[src/rtl/gnss_ahb_search_satellite.sv]
// rtl/gnss_ahb_search_satellite.sv - AHB-Lite register window for the GNSS acquisition-search engine
module gnss_ahb_search_satellite #(
  parameter int SV_W   = 6,
  parameter int WORD_W = 32
) (
  input  logic              clk,
  input  logic              rst,
  input  logic              hsel,
  input  logic [1:0]        htrans,
  input  logic              hwrite,
  input  logic [WORD_W-1:0] haddr,
  input  logic [2:0]        hsize,
  input  logic [WORD_W-1:0] hwdata,
  input  logic              hready,
  output logic [WORD_W-1:0] hrdata,
  output logic              hreadyout,
  output logic              hresp,
  input  logic              search_busy,
  input  logic [WORD_W-1:0] search_dop,
  input  logic [WORD_W-1:0] search_code,
  output logic              search_start,
  output logic [SV_W-1:0]   search_sv
);

  // Word indices (haddr[11:2]) of the register window.
  localparam logic [9:0] OFF_CTRL   = 10'h040;
  localparam logic [9:0] OFF_SV     = 10'h041;
  localparam logic [9:0] OFF_STATUS = 10'h042;
  localparam logic [9:0] OFF_DOP    = 10'h043;
  localparam logic [9:0] OFF_CODE   = 10'h044;

  logic [9:0]      addr_q, addr_d;
  logic            write_q, write_d;
  logic            valid_q, valid_d;
  logic [SV_W-1:0] sv_q, sv_d;
  logic            start_q, start_d;
  logic            accept;

  logic unused_ok;
  assign unused_ok = ^{hsize, haddr[WORD_W-1:12], haddr[1:0], hwdata[WORD_W-1:SV_W], htrans[0]};

  assign accept = hsel & hready & htrans[1];

  // Writes commit at the end of the data phase, so a pipelined read of SV
  // in the next data phase already sees the new value without forwarding.
  always_comb begin
    valid_d = accept;
    addr_d  = accept ? haddr[11:2] : addr_q;
    write_d = accept ? hwrite : write_q;
    sv_d    = sv_q;
    start_d = 1'b0;
    if (valid_q && write_q) begin
      if (addr_q == OFF_SV) begin
        sv_d = hwdata[SV_W-1:0];
      end
      if (addr_q == OFF_CTRL && hwdata[0] && !search_busy) begin
        start_d = 1'b1;
      end
    end
  end

  always_ff @(posedge clk) begin
    if (rst) begin
      addr_q  <= '0;
      write_q <= 1'b0;
      valid_q <= 1'b0;
      sv_q    <= '0;
      start_q <= 1'b0;
    end else begin
      addr_q  <= addr_d;
      write_q <= write_d;
      valid_q <= valid_d;
      sv_q    <= sv_d;
      start_q <= start_d;
    end
  end

  always_comb begin
    hrdata = '0;
    if (valid_q && !write_q) begin
      case (addr_q)
        OFF_SV:     hrdata = {{(WORD_W-SV_W){1'b0}}, sv_q};
        OFF_STATUS: hrdata = {{(WORD_W-1){1'b0}}, search_busy};
        OFF_DOP:    hrdata = search_dop;
        OFF_CODE:   hrdata = search_code;
        default:    hrdata = '0;
      endcase
    end
  end

  assign hreadyout    = 1'b1;
  assign hresp        = 1'b0;
  assign search_start = start_q;
  assign search_sv    = sv_q;

endmodule

[config.mk]
export PLATFORM = sky130hd
export DESIGN_NAME = gnss_ahb_search_satellite
export DESIGN_NICKNAME = d
export VERILOG_FILES = /design/src/rtl/gnss_ahb_search_satellite.sv
export SDC_FILE = /design/constraint.sdc
export NUM_CORES = 1
export LEC_CHECK = 0
export ABC_CLOCK_PERIOD_IN_PS = 2690
export CAP_MARGIN = 20
export CORE_ASPECT_RATIO = 0.7
export CORE_MARGIN = 2
export CORE_UTILIZATION = 25
export DETAILED_ROUTE_END_ITERATION = 8
export GPL_ROUTABILITY_DRIVEN = 0
export GPL_TIMING_DRIVEN = 1
export HOLD_SLACK_MARGIN = 0.03
export PLACE_DENSITY_LB_ADDON = 0.3
export SLEW_MARGIN = 20
export SYNTH_ARGS = -nofsm -noshare
export SYNTH_HDL_FRONTEND = slang
export SYNTH_SLANG_ARGS = --single-unit
[constraint.sdc]
create_clock -name clk -period 2.69 [get_ports clk]
set_input_delay 0.6725 -clock clk [delete_from_list [all_inputs] [get_ports clk]]
set_output_delay 0.6725 -clock clk [all_outputs]
set_load 0.05 [all_outputs]
Run 1, cells coloured by class:
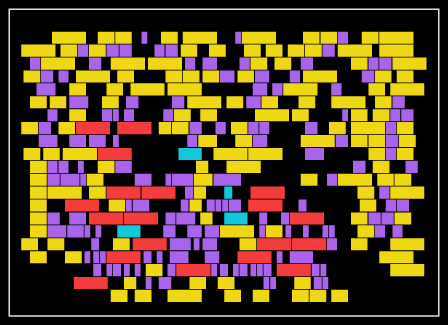
colour	class	cells
cyan	clock drivers and dummy loads	4
yellow	other buffers and delay cells	135
purple	all other logic	140
red	flip-flops	19
Seq/total area: 12.2%
Final Util: 63.7%
FP Rows: 21

Run 1, cell density map:
Bar = 20 um. 9 x 6 tiles, from black (low) to pale yellow (high), 0 to 100% covered.
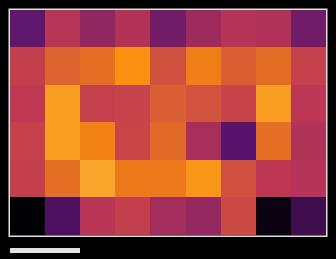
tiles over 75% full	11%
nearly empty tiles	1.9%
emptiest ninth of the die	lower right

Run 1, floorplan with the power grid:
Bar = 20 um. Pins as bars on the die edge.
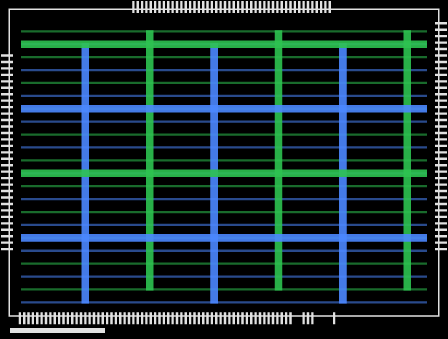
colour	net
blue	VSS
green	VDD
met5 straps	4
met4 straps	6
signal pins	180
met1 rails	22

==> results.yml, run 1 <==
# yosys + openroad results
die:
  dieArea_um2: 5800
  initCoreUtil_pct: 26.6
  taps: 69
  core_area_um2: 4890
logic_synthesis:
  edf_count: 0
  avgSynthCellArea_um2: 7.30
  synth_chip_area_um2: 1300
  largest_area_cell: "dfxtp_1"
  ys_cells: 178
  syn-cell-area_um2: 1300
  synthAdderAreaFrac_pct: 0
  synth_flops: 19
  yosysSeqAreaShare_pct: 29.3
  async_flop_share_pct: 0
  synth-compound-area-share_pct: 23.8
  top_cells_by_area: "dfxtp_1 29%, a22oi_1 14%, nor2_1 11%"
cells_and_area:
  sh_comb_area_pct: 29.2
  inverters: 3
  logic_area_um2: 911
  final_cell_mix: "93 x clkdlybuf4s50_1, 34 x buf_12, 29 x nor2_2"
  final_cells: 367
  buffers_excl_clock: 135
  stdcell_area_um2: 3110
  layout.cells.most_common: "clkdlybuf4s50_1"
  syn_to_final_growth_pct: 140
global_route:
  antenna_found_initial: 0
  overflow: 0
  use_met3_pct: 6.37
  grtUsageMet1_pct: 21.7
setup_path:
  path_common_cell: "buf_12"
  worst_setup_path_start_kind: "register"
  ff2ff_setup_slack_ps: 710
  worst-setup-path-type: "register to primary output"
  worst-path-stages: 6
  setup.worst_path.start: "addr_q[5]$_SDFFE_PP0P_"
  slowest_delay_ps: 580
  reg2reg_from: "addr_q[5]$_SDFFE_PP0P_"
routing:
  wl_met2_um: 2610
  m1WireLength_um: 2370
  antenna_left: 0
  wl_per_cell_um: 14.8
pwr:
  power_leakage_nw: 1.06
  ir_worst_vdd_v: 0.000181
cts:
  path_clk_slew_ps: 70
  cts-resized-gates: 3
  cts_made_buffers: 3
placement:
  dp_slack_ps: 64.8
  place_inst: 361
sta:
  worst_slack_ps: -123
  report.final.slew_viol_count: 0
  finalClockPeriodUsage_pct: 105
  rsz0062_at_grt: "true"
  fmaxAchievable_ghz: 0.355
  setup_viol: 32
run_status:
  status: "complete, but fails checks"
  failed_checks: "negative setup slack"
run:
  tool_warnings: 81
min_path:
  hold_class: "register to register"
## run 1: power breakdown
| group | internal, W | switching, W | total, W |
|---|---|---|---|
| sequential | 0.000287 | 0.00000572 | 0.000293 |
| combinational | 0.000124 | 0.0000458 | 0.000170 |
| clock | 0.000103 | 0.0000937 | 0.000197 |
## run 1: metrics by stage
stage               hold slack, ps  total power (W)
detailed placement             450         0.000467
global route                   478         0.000687
CTS                            459         0.000666
finish                         459         0.000659
floorplan                      432         0.000335
global placement               445         0.000464
## run 1: registers in the layout, indices dropped and copies added (netlist names)
signal / flops
addr_q: 10
search_start: 1
search_sv: 6
valid_q: 1
write_q: 1
## run 1: worst register-to-register path, stage by stage, from the launching register on
cell and delay [ps]:
dfxtp_1 310, or4b_4 580, buf_4 160, or4_4 590
mux2i_1 190, nor2_1 50
## Run 2: what changed since run 1
--- a/config.mk
+++ b/config.mk
@@ -6,7 +6,7 @@
 export NUM_CORES = 1
 export LEC_CHECK = 0
 export ABC_CLOCK_PERIOD_IN_PS = 2690
-export CAP_MARGIN = 20
+export CAP_MARGIN = 25
 export CORE_ASPECT_RATIO = 0.7
 export CORE_MARGIN = 2
 export CORE_UTILIZATION = 25
==> results.yml, run 2 <==
# yosys + openroad results
run_status:
  status: "complete, but fails checks"
  failed_checks: "negative setup slack"
global_route:
  use_met2_pct: 32.4
  antenna_found_initial: 0
  grt_max_degree: 32
  overflow: 0
  grtUsageMet1_pct: 21.7
  use_met3_pct: 6.37
setup_path:
  path_common_cell: "buf_12"
  worst-path-stages: 6
  worst-setup-path-type: "register to primary output"
  slowest_delay_ps: 580
  reg2reg_from: "addr_q[5]$_SDFFE_PP0P_"
  cpMaxStageDelayCell: "or4b_4"
  endpoint: "hrdata[30]"
  r2r_end: "search_sv[1]$_SDFFE_PP0P_"
  crit_buf_inv: 2
  worst_setup_path_start_kind: "register"
  r2r.worst_path.cells: 5
  ff2ff_setup_slack_ps: 710
  setup.worst_path.start: "addr_q[5]$_SDFFE_PP0P_"
pwr:
  internal_power_w: 0.000514
  pg_clk_w: 0.000197
  power.group.top: "sequential cells"
  pwr-share-clk_pct: 29.8
  p_switching_w: 0.000145
  p_comb_share_pct: 25.7
  seqPwrFrac_pct: 44.4
  comb_power_w: 0.000170
  p_total_w: 0.000659
  swShare_pct: 22.0
  pg_seq_w: 0.000293
  ir_worst_vdd_v: 0.000181
  power_leakage_nw: 1.06
cells_and_area:
  largest_reg_flops: 10
  diodes: 0
  utilization_pct: 63.7
  final_cell_mix: "93 x clkdlybuf4s50_1, 34 x buf_12, 29 x nor2_2"
  layout.cells.most_common: "clkdlybuf4s50_1"
  syn_to_final_growth_pct: 140
  final_cells: 367
  top_register: "addr_q"
  drive_gt1_share_pct: 29.5
routing:
  drc_errors: 0
  dr.pass1.iters: 4
  antenna_left: 0
  via_count: 1754
die:
  die_y_um: 64.3
  dieArea_um2: 5800
  rows: 21
  initCoreUtil_pct: 26.6
logic_synthesis:
  async_flop_share_pct: 0
  synth_flops: 19
  largest_area_cell: "dfxtp_1"
  top_cell_area_share_pct: 29.3
  yosysSeqAreaShare_pct: 29.3
  top_cells_by_area: "dfxtp_1 29%, a22oi_1 14%, nor2_1 11%"
  syn-cell-area_um2: 1300
  avgSynthCellArea_um2: 7.30
  ys_cells: 178
  synth_chip_area_um2: 1300
  edf_count: 0
  synth-main-ff-cell: "dfxtp_1"
placement:
  port_buffers: 125
  placed_area_um2: 3010
  place_inst: 361
  dp_slack_ps: 64.8
  dp_hpwl_um: 4450
cts:
  clk_latency_ps: 260
  htree_levels: 1
  hold_buffers: 0
  path_clk_slew_ps: 70
  cts_made_buffers: 3
  cts-resized-gates: 3
  clockBufferDepth: 2
  post-cts-setup-buffers: 2
sta:
  rsz0062_at_grt: "true"
  min_period_ps: 2810
  report.final.slew_viol_count: 0
  fin_tns_setup_ps: -2310
  max-slew-margin-rel_pct: 65.3
  hold_slack_ps: 459
  worst_slack_ps: -123
  finalClockPeriodUsage_pct: 105
  setup_viol: 32
  tightest_slew_ps: 519
  fmaxAchievable_ghz: 0.355
run:
  tool_warnings: 81
min_path:
  hold_class: "register to register"
## run 2: cell counts after synthesis
Identical to the previous run, type by type.
## run 2: kinds of logic after synthesis
logic type	synth area share (%)
flip-flops	29.3
XOR/XNOR	0.674
multiplexers	9.72
AND-OR/OR-AND	23.8
AND/OR/NAND/NOR	28.0
buffers and inverters	7.99
other	0.578
## run 2: layer usage
layer / share of wire (%) / vias to the layer above
met5: 0 / -
met4: 0.53 / 0
met3: 7.8 / 4
met2: 48 / 70
met1: 44 / 813
li1: - / 867
## run 2: final cells by class
class	count	area, um^2
Fill cell	422	1770
Timing Repair Buffer	135	1680
Multi-Input combinational cell	137	911
Sequential cell	19	380
Tap cell	69	86.3
Clock buffer	3	41.3
Inverter	3	11.3
Clock inverter	1	5.00
Run 2, floorplan with the power grid:
Bar = 20 um. Pins as bars on the die edge.
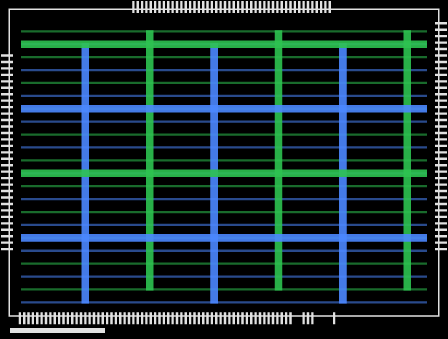
colour	net
blue	VSS
green	VDD
met4 straps	6
signal pins	180
met1 rails	22
rows	21
met5 straps	4

Run 2, routing congestion:
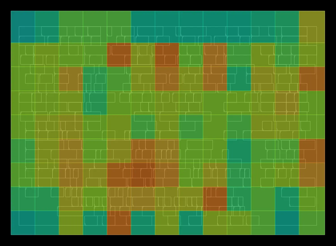
global routing's busiest layer: met2
GRT Total Usage: 18.1%
drt wl/cell: 14.8 um

Run 2, cells coloured by class:
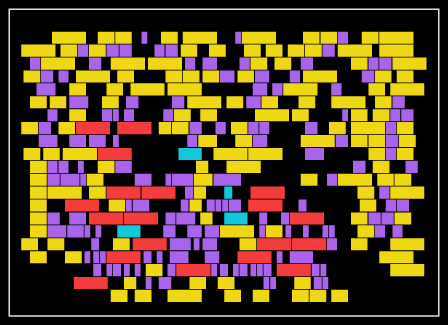
colour	class	cells
purple	all other logic	140
yellow	other buffers and delay cells	135
red	flip-flops	19
cyan	clock drivers and dummy loads	4
final instance area: 3110 um^2
core area: 4890 um^2

No activity file was given, so power comes from the tool's default toggle rates.
